## src/rtl/pkt_buf_reader.sv

```systemverilog
// pkt_buf_reader: dequeue engine of the shared packet buffer.
// Takes a descriptor (head address, length in words) and follows the packet's
// word chain through the address manager. Each word is read from the data RAM
// and released to the free list. The words leave as an AXI4-Stream packet.
// A 2-entry output FIFO with credit-based issue absorbs backpressure.
// Optional build macro: PKT_RD_STATS_EN adds the stat_pkts/stat_words counters.
//
// state  | meaning
// IDLE   | ready for a descriptor; len=0 descriptors are dropped here
// FIRST  | issue the head word and the first-word strobe to the address manager
// LINK   | address manager relink cycle, no strobes
// STREAM | issue one chained word per cycle while output credit remains
// DRAIN  | wait for the FIFO to empty and the last read to land
module pkt_buf_reader #(
    parameter int ADDR_WIDTH = 12,
    parameter int LEN_WIDTH  = 12,
    parameter int DATA_WIDTH = 256
) (
    input  logic                  clk,
    input  logic                  rstn,
    input  logic                  s_desc_valid,
    output logic                  s_desc_ready,
    input  logic [ADDR_WIDTH-1:0] s_desc_head,
    input  logic [LEN_WIDTH-1:0]  s_desc_len,
    output logic                  am_rd_en,
    output logic                  am_first_word_en,
    output logic [ADDR_WIDTH-1:0] am_rd_addr,
    input  logic [ADDR_WIDTH-1:0] am_rd_next_addr,
    output logic                  buf_rd_en,
    output logic [ADDR_WIDTH-1:0] buf_rd_addr,
    input  logic [DATA_WIDTH-1:0] buf_rd_data,
    output logic [DATA_WIDTH-1:0] m_axis_tdata,
    output logic                  m_axis_tvalid,
    input  logic                  m_axis_tready,
    output logic                  m_axis_tlast,
`ifdef PKT_RD_STATS_EN
    output logic [31:0]           stat_pkts,
    output logic [31:0]           stat_words,
`endif
    output logic                  busy
);

    typedef enum logic [2:0] {
        ST_IDLE,
        ST_FIRST,
        ST_LINK,
        ST_STREAM,
        ST_DRAIN
    } state_t;

    state_t state, state_nxt;

    logic [ADDR_WIDTH-1:0] head_q;
    logic [LEN_WIDTH-1:0]  len_q;
    logic [LEN_WIDTH-1:0]  cnt_q;
    logic                  pend_q;
    logic                  pend_last_q;

    logic [DATA_WIDTH-1:0] fifo_data [2];
    logic                  fifo_last [2];
    logic                  wptr_q;
    logic                  rptr_q;
    logic [1:0]            occ_q;

    logic                  accept;
    logic                  issue;
    logic                  issue_last;
    logic                  push;
    logic                  pop;
    logic [2:0]            used_c;
    logic                  credit_ok;

    assign s_desc_ready  = rstn && (state == ST_IDLE);
    assign accept        = s_desc_valid && s_desc_ready;

    assign m_axis_tvalid = (occ_q != 2'd0);
    assign m_axis_tdata  = m_axis_tvalid ? fifo_data[rptr_q] : '0;
    assign m_axis_tlast  = m_axis_tvalid && fifo_last[rptr_q];

    assign push = pend_q;
    assign pop  = m_axis_tvalid && m_axis_tready;

    // A beat leaving this cycle frees its slot before the issued read can
    // land (one cycle later), so counting the pop keeps full throughput
    // while the FIFO can still never exceed two entries.
    assign used_c    = {1'b0, occ_q} + {2'b00, pend_q} - {2'b00, pop};
    assign credit_ok = (used_c <= 3'd1);

    assign am_rd_en   = issue;
    assign buf_rd_en  = issue;
    assign am_rd_addr = head_q;
    assign busy       = (state != ST_IDLE) || m_axis_tvalid;

    // Next-state and read-strobe decode.
    always_comb begin
        state_nxt        = state;
        issue            = 1'b0;
        issue_last       = 1'b0;
        am_first_word_en = 1'b0;
        buf_rd_addr      = '0;
        case (state)
            ST_IDLE: begin
                if (accept && (s_desc_len != '0)) begin
                    state_nxt = ST_FIRST;
                end
            end
            ST_FIRST: begin
                if (credit_ok) begin
                    issue            = 1'b1;
                    am_first_word_en = 1'b1;
                    buf_rd_addr      = head_q;
                    issue_last       = (len_q == LEN_WIDTH'(1));
                    state_nxt        = issue_last ? ST_DRAIN : ST_LINK;
                end
            end
            ST_LINK: begin
                state_nxt = ST_STREAM;
            end
            ST_STREAM: begin
                if (credit_ok) begin
                    issue       = 1'b1;
                    buf_rd_addr = am_rd_next_addr;
                    issue_last  = ((cnt_q + LEN_WIDTH'(1)) == len_q);
                    if (issue_last) begin
                        state_nxt = ST_DRAIN;
                    end
                end
            end
            ST_DRAIN: begin
                if (!m_axis_tvalid && !pend_q) begin
                    state_nxt = ST_IDLE;
                end
            end
            default: state_nxt = ST_IDLE;
        endcase
    end

    // State, descriptor, word counter, in-flight tracking and FIFO pointers.
    always_ff @(posedge clk) begin
        if (!rstn) begin
            state       <= ST_IDLE;
            head_q      <= '0;
            len_q       <= '0;
            cnt_q       <= '0;
            pend_q      <= 1'b0;
            pend_last_q <= 1'b0;
            wptr_q      <= 1'b0;
            rptr_q      <= 1'b0;
            occ_q       <= 2'd0;
        end else begin
            state <= state_nxt;
            if (accept) begin
                head_q <= s_desc_head;
                len_q  <= s_desc_len;
                cnt_q  <= '0;
            end else if (issue) begin
                cnt_q <= cnt_q + LEN_WIDTH'(1);
            end
            pend_q      <= issue;
            pend_last_q <= issue_last;
            if (push) begin
                wptr_q <= ~wptr_q;
            end
            if (pop) begin
                rptr_q <= ~rptr_q;
            end
            occ_q <= occ_q + {1'b0, push} - {1'b0, pop};
        end
    end

    // Capture RAM data one cycle after each read; tlast was tagged at issue.
    always_ff @(posedge clk) begin
        if (push) begin
            fifo_data[wptr_q] <= buf_rd_data;
            fifo_last[wptr_q] <= pend_last_q;
        end
    end

`ifdef PKT_RD_STATS_EN
    // Count accepted beats and packets; both wrap naturally at 2^32.
    always_ff @(posedge clk) begin
        if (!rstn) begin
            stat_pkts  <= '0;
            stat_words <= '0;
        end else if (pop) begin
            stat_words <= stat_words + 32'd1;
            if (m_axis_tlast) begin
                stat_pkts <= stat_pkts + 32'd1;
            end
        end
    end
`endif

endmodule

```

## config.mk

```make
export PLATFORM = sky130hd
export DESIGN_NAME = pkt_buf_reader
export DESIGN_NICKNAME = d
export VERILOG_FILES = /design/src/rtl/pkt_buf_reader.sv
export SDC_FILE = /design/constraint.sdc
export NUM_CORES = 1
export LEC_CHECK = 0
export CAP_MARGIN = 20
export CORE_AREA = 2 2 224 226
export CTS_BUF_LIST = sky130_fd_sc_hd__clkbuf_4
export DETAILED_ROUTE_END_ITERATION = 7
export DIE_AREA = 0 0 226 228
export PLACE_DENSITY = 0.74
export SLEW_MARGIN = 40
export SYNTH_ARGS = -nofsm -noshare
export SYNTH_HDL_FRONTEND = slang
export SYNTH_SLANG_ARGS = --single-unit
```

## constraint.sdc

```tcl
create_clock -name clk -period 18.2 [get_ports clk]
set_input_delay 3.64 -clock clk [delete_from_list [all_inputs] [get_ports clk]]
set_output_delay 3.64 -clock clk [all_outputs]
set_load 0.03 [all_outputs]
```

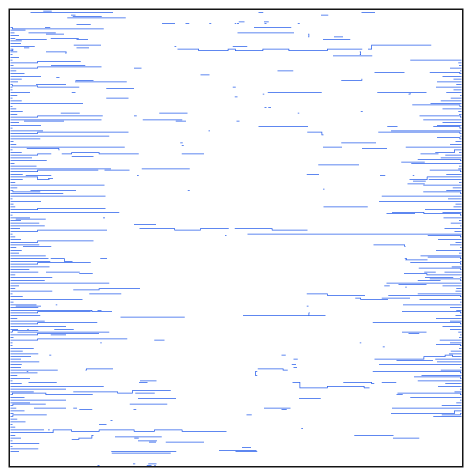
(signal wires on met3)
Scale: 2 px per um.
wire length on this layer: 6270 um
nets with wire on the layer: 370
main direction: horizontal
share of all routed wire: 11%
longest straight run: 107 um

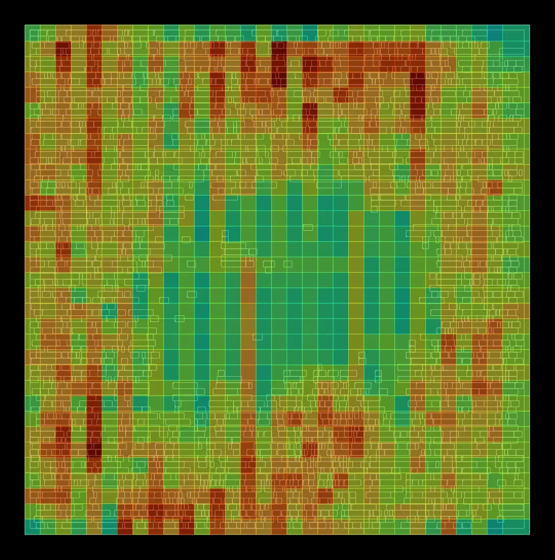
(routing congestion)
GRT met2 Usage: 35.10%
grt peak-use layer: met2
GRT Util Overall: 21.28%
drt wl/cell: 19.50 um
utilization after layout: 60.91%

==> notes.md <==
run results: status finished clean, grt ovf 0, vias in the first global route 14635, leading area contributor after synthesis edfxtp_1, root buf cell clkbuf_4, Max transition margin 47.17%, Lkg Pwr 9.878 nW, number of enable flip-flop cells 514, Yosys top cell area share 71.47%, Clock Power Share 23.9%, part of the Yosys area used for sequential elements 75.74%, yosys aoi share 1.669%, clock buffer depth 3, core area 0.04935 mm2, total die size 0.05153 mm2, clock slew at reported path FFs 60 ps, worst-margin pin slew 792.4 ps, final worst path period need 10640 ps, ant diodes 2, share of cells above drive strength 1 12.07%, unrepaired setup endpoints after global routing no, Hold Path Origin pend_last_q, storage element area 0.01636 mm2, Top Layout Cells 581 x clkdlybuf4s50_1, 514 x edfxtp_1, 275 x nor2_1, worst path buffer plus inverter count 5, height of the die 228 um, P_sw 1.644 mW, routed vias/inst 4.915, Final nets 2348, Late-Pin Clk Latency 930 ps, Flop pwr share 36.6%, Cell Pwr Density 148.9 mW/mm2, cts bufs inserted 145, # fillers 3724, syn avg cell area 15.69 um2, CP startpoint m_axis_tready, VDD IR-drop max 0.1044 mV, Critical path destination buf_rd_addr[8]
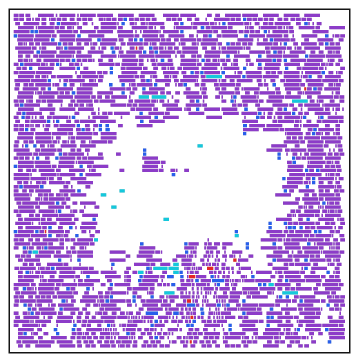
(cells by drive strength)
Scale: 1.5 px per um.
legend:
  x3 and x4:
    colour: blue
    cells: 230
    share: 11%
    most_used: clkbuf_4
  x1 and smaller:
    colour: purple
    cells: 1887
    share: 88%
    most_used: clkdlybuf4s50_1
  x2:
    colour: red
    cells: 9
    share: 0.42%
    most_used: inv_2
  x6 and larger:
    colour: cyan
    cells: 20
    share: 0.93%
    most_used: buf_6

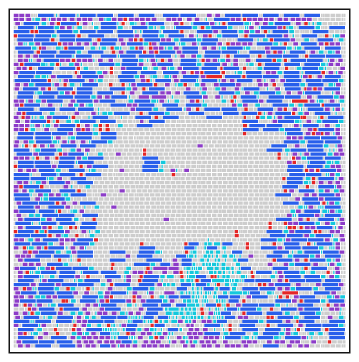
(cell classes on the final placement)
Scale: 1.5 px per um. Fill, decap, tap and diode cells in grey.
legend:
  remaining buffers and delay cells:
    colour: purple
    cells: 601
    share_of_their_area: 21%
  remaining logic cells:
    colour: cyan
    cells: 740
    share_of_their_area: 17%
  clock drivers and dummy loads:
    colour: red
    cells: 245
    share_of_their_area: 6.3%
  sequential cells:
    colour: blue
    cells: 560
    share_of_their_area: 56%

[through the flow]
stage	hold slack (ps)	cells	setup WS (ps)	total power, mW	instance area, um2
3_5_place_dp	419.8	2573	7620	3.435	28190
2_1_floorplan	403.7	1376	5611	2.768	21600
3_3_place_gp	406.8	2569	7615	3.417	28080
6_report	425.8	2820	7565	4.476	30060
5_1_grt	468.4	2820	7455	4.688	30060
4_1_cts	424.9	2818	7594	4.531	30040
[power groups by stage]
stage | combinational (mW) | sequential (mW) | clock [mW]
floorplan | 1.05 | 1.72 | 0
global placement | 1.75 | 1.66 | 0
detailed placement | 1.77 | 1.67 | 0
CTS | 1.78 | 1.64 | 1.11
global route | 1.87 | 1.65 | 1.17
finish | 1.77 | 1.64 | 1.07
Power and IR drop assume default switching activity.
